$ cat config.mk
export PLATFORM = sky130hd
export DESIGN_NAME = cenn_accumulator
export DESIGN_NICKNAME = d
export VERILOG_FILES = /design/src/rtl/cenn_accumulator.sv
export SDC_FILE = /design/constraint.sdc
export NUM_CORES = 1
export LEC_CHECK = 0
export CORE_UTILIZATION = 59
export DETAILED_ROUTE_END_ITERATION = 7
export PLACE_DENSITY = 0.92
export SETUP_SLACK_MARGIN = 0.15
export SLEW_MARGIN = 20
export SYNTH_ARGS = -nofsm -noshare
export SYNTH_HDL_FRONTEND = slang
export SYNTH_SLANG_ARGS = --single-unit
$ cat constraint.sdc
create_clock -name clk -period 4.33 [get_ports clk]
set_clock_uncertainty 0.1 [all_clocks]
set_input_delay 0.433 -clock clk [delete_from_list [all_inputs] [get_ports clk]]
set_output_delay 0.433 -clock clk [all_outputs]
set_load 0.03 [all_outputs]
$ cat src/rtl/cenn_accumulator.sv
// cenn_accumulator: sums TERMS signed products per cell update, clamps the sum and presents it under valid/ready.
// Define CENN_ACC_PWL_EN to clamp to the CeNN piecewise-linear output (+/-1.0) instead of the full WIDTH range.
module cenn_accumulator #(
    parameter int WIDTH = 15,
    parameter int FRAC  = 9,
    parameter int TERMS = 19,
    parameter int ACC_W = WIDTH + $clog2(TERMS)
) (
    input  logic             clk,
    input  logic             reset,
    input  logic             in_valid,
    output logic             in_ready,
    input  logic [WIDTH-1:0] in_data,
    input  logic             clear,
    output logic             out_valid,
    input  logic             out_ready,
    output logic [WIDTH-1:0] out_data,
    output logic             out_sat
);
    localparam int CW = $clog2(TERMS);
    localparam logic [0:0] ACCUM = 1'b0;
    localparam logic [0:0] HOLD  = 1'b1;
`ifdef CENN_ACC_PWL_EN
    localparam logic signed [ACC_W-1:0] HI = ACC_W'(1 << FRAC);
    localparam logic signed [ACC_W-1:0] LO = ACC_W'(-(1 << FRAC));
`else
    localparam logic signed [ACC_W-1:0] HI = ACC_W'((1 << (WIDTH-1)) - 1);
    localparam logic signed [ACC_W-1:0] LO = ACC_W'(-(1 << (WIDTH-1)));
`endif

    logic [0:0]              state_q, state_d;
    logic signed [ACC_W-1:0] acc_q, acc_d, sum;
    logic [CW-1:0]           cnt_q, cnt_d;
    logic [WIDTH-1:0]        out_data_q, out_data_d;
    logic                    out_sat_q, out_sat_d, take, sat_hi, sat_lo;

    always_comb begin
        sum = acc_q + ACC_W'(signed'(in_data));
        take = in_valid && state_q == ACCUM && !clear;
        sat_hi = sum > HI;
        sat_lo = sum < LO;
        state_d = state_q;
        acc_d = acc_q;
        cnt_d = cnt_q;
        out_data_d = out_data_q;
        out_sat_d = out_sat_q;
        if (state_q == ACCUM && clear) begin
            acc_d = '0;
            cnt_d = '0;
        end else if (take && cnt_q == CW'(TERMS-1)) begin
            state_d = HOLD;
            acc_d = '0;
            cnt_d = '0;
            out_data_d = sat_hi ? HI[WIDTH-1:0] : sat_lo ? LO[WIDTH-1:0] : sum[WIDTH-1:0];
            out_sat_d = sat_hi || sat_lo;
        end else if (take) begin
            acc_d = sum;
            cnt_d = cnt_q + CW'(1);
        end else if (state_q == HOLD && out_ready) begin
            state_d = ACCUM;
        end
    end

    always_ff @(posedge clk or posedge reset) begin
        if (reset) begin
            state_q <= ACCUM;
            acc_q <= '0;
            cnt_q <= '0;
            out_data_q <= '0;
            out_sat_q <= 1'b0;
        end else begin
            state_q <= state_d;
            acc_q <= acc_d;
            cnt_q <= cnt_d;
            out_data_q <= out_data_d;
            out_sat_q <= out_sat_d;
        end
    end

    assign in_ready = state_q == ACCUM;
    assign out_valid = state_q == HOLD;
    assign out_data = out_data_q;
    assign out_sat = out_sat_q;
endmodule

==> images/clocks.png <==
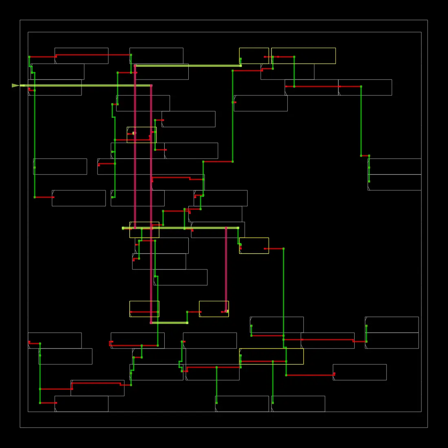
layout clock buffer count: 6
clk latency late pin: 300 ps
Inserted Clock Buffers: 5

==> images/sizes.png <==
Bar = 20 um.
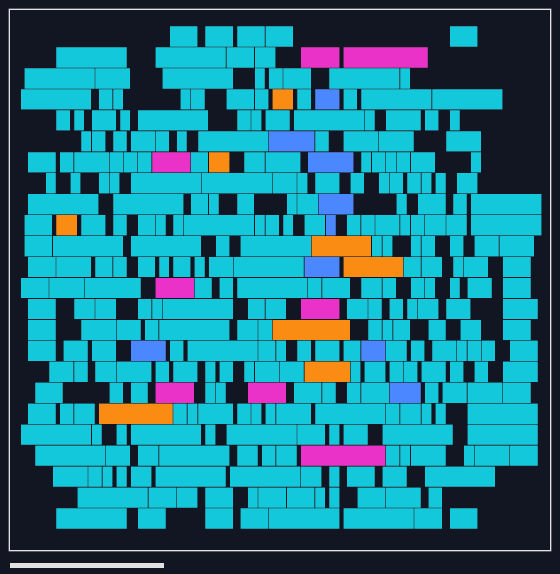
- cyan: _0 and _1 cells (cells 304; share 92%)
- magenta: _6 and larger (cells 8; share 2.4%)
- orange: _3 and _4 cells (cells 8; share 2.4%)
- blue: _2 cells (cells 9; share 2.7%)

==> images/wires.png <==
Bar = 20 um.
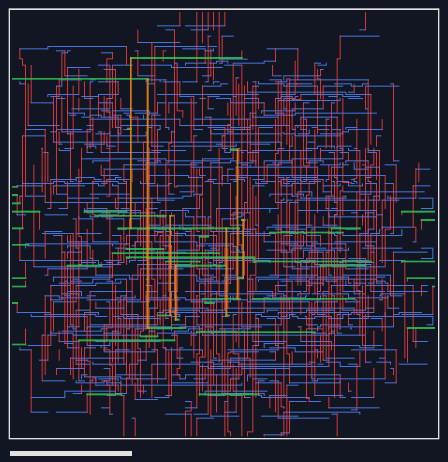
- red: metal 2 (wire length 3220 um)
- green: metal 3 (wire length 314 um)
- orange: metal 4 (wire length 142 um)
- blue: metal 1 (wire length 2930 um)

==> images/flops_by_reg.png <==
Bar = 20 um. Other sequential cells in the stronger gray, the rest of the logic in the fainter gray.
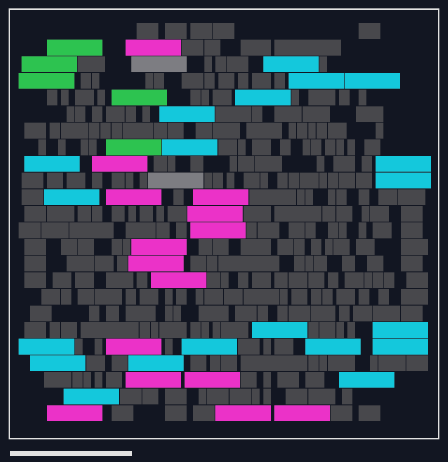
- magenta: out_data (sequential cells 15)
- green: cnt_q (sequential cells 5; where upper left)
- cyan: acc_q (sequential cells 20; where spread over the die)

==> results.ini <==
[outcome]
run_status = finished, final reports clean

[power_and_ir_drop]
sequentialPowerShare_pct = 34.0
power_frac_clock_pct = 29.4
p_total_uw = 1320
p_int_uw = 861
power.density_cell_area_nw_per_um2 = 400
power.largest_group = combinational cells

[grt]
grt_use_total_pct = 29.3
grt_overflow_total = 0

[setup_path]
critPathMaxFanout = 15
path_buffers = 1
worst-endpoint-required_ps = 4380
reg2reg_to = out_data[1]$_DFFE_PP0P_

[sta]
report.final.hold_viol_count = 0
totalNegativeSetupSlack_ps = 0
maxSlewHeadroom_pct = 55.7
finalClockPeriodUsage_pct = 83.9

[finish]
area.share.combinational_pct = 48.6
clock_cell_area_share_pct = 4.34
seqCellArea_um2 = 1050
final_cell_area_excluding_filler_cells_um2 = 3290
bufAreaShareNonClock_pct = 12.0
drive_above_1_share_pct = 7.60
ant_diodes = 0
multi_input_comb_cells = 229
fill_cells = 322
finalNetCount = 370

[floorplanning]
die.size.y_um = 70.1
core_area_um2 = 4410
die_area_um2 = 4910

[synth]
post_synthesis_average_cell_area_um2 = 9.37
synth_largest_type_area_fraction_pct = 38.4
ys_seq_share_pct = 38.4
yosys-top-cells-count = 42 x dfrtp_1, 34 x o21ai_0, 29 x nor2_1
synthesis.instances = 292
yosys-stat-area_um2 = 2740
syn_nets = 334
edf_count = 0
synthDominantAreaCellType = dfrtp_1
synth.lib_cells_used.distinct = 44
asyncSetResetFlopFracSynth_pct = 100

[clock_network]
cts_tree = done
postCtsSetupBuffers = 0
cts.sink_count = 42
clkSlewWorstSetupHoldPaths_ps = 80
cts_resized = 0
h-tree-depth = 2

[layer usage]
metal  GRT usage (%)  part of all wire (%)  vias to the layer above
met1            37.4                    44                     1164
li1                -                     -                     1133
met2            49.6                    49                       69
met5               0                     0                        -
met3            5.63                   4.8                       15
met4            10.2                   2.2                        0
[cells by family (layout without fill, tap and decap cells)]
logic type	Yosys count	count (layout)	share of synthesized area, %
AND-OR/OR-AND	114	114	29.7
AND/OR/NAND/NOR	74	74	11.7
flip-flops	42	42	38.4
adder cells (fa/ha/maj)	22	22	10.3
buffers and inverters	21	58	3.16
XOR/XNOR	19	19	6.63
[registers in the layout, indices dropped and copies added, names as in the netlist]
| name | count |
|---|---|
| acc_q | 20 |
| out_data | 15 |
| cnt_q | 5 |
| out_sat | 1 |
| out_valid | 1 |
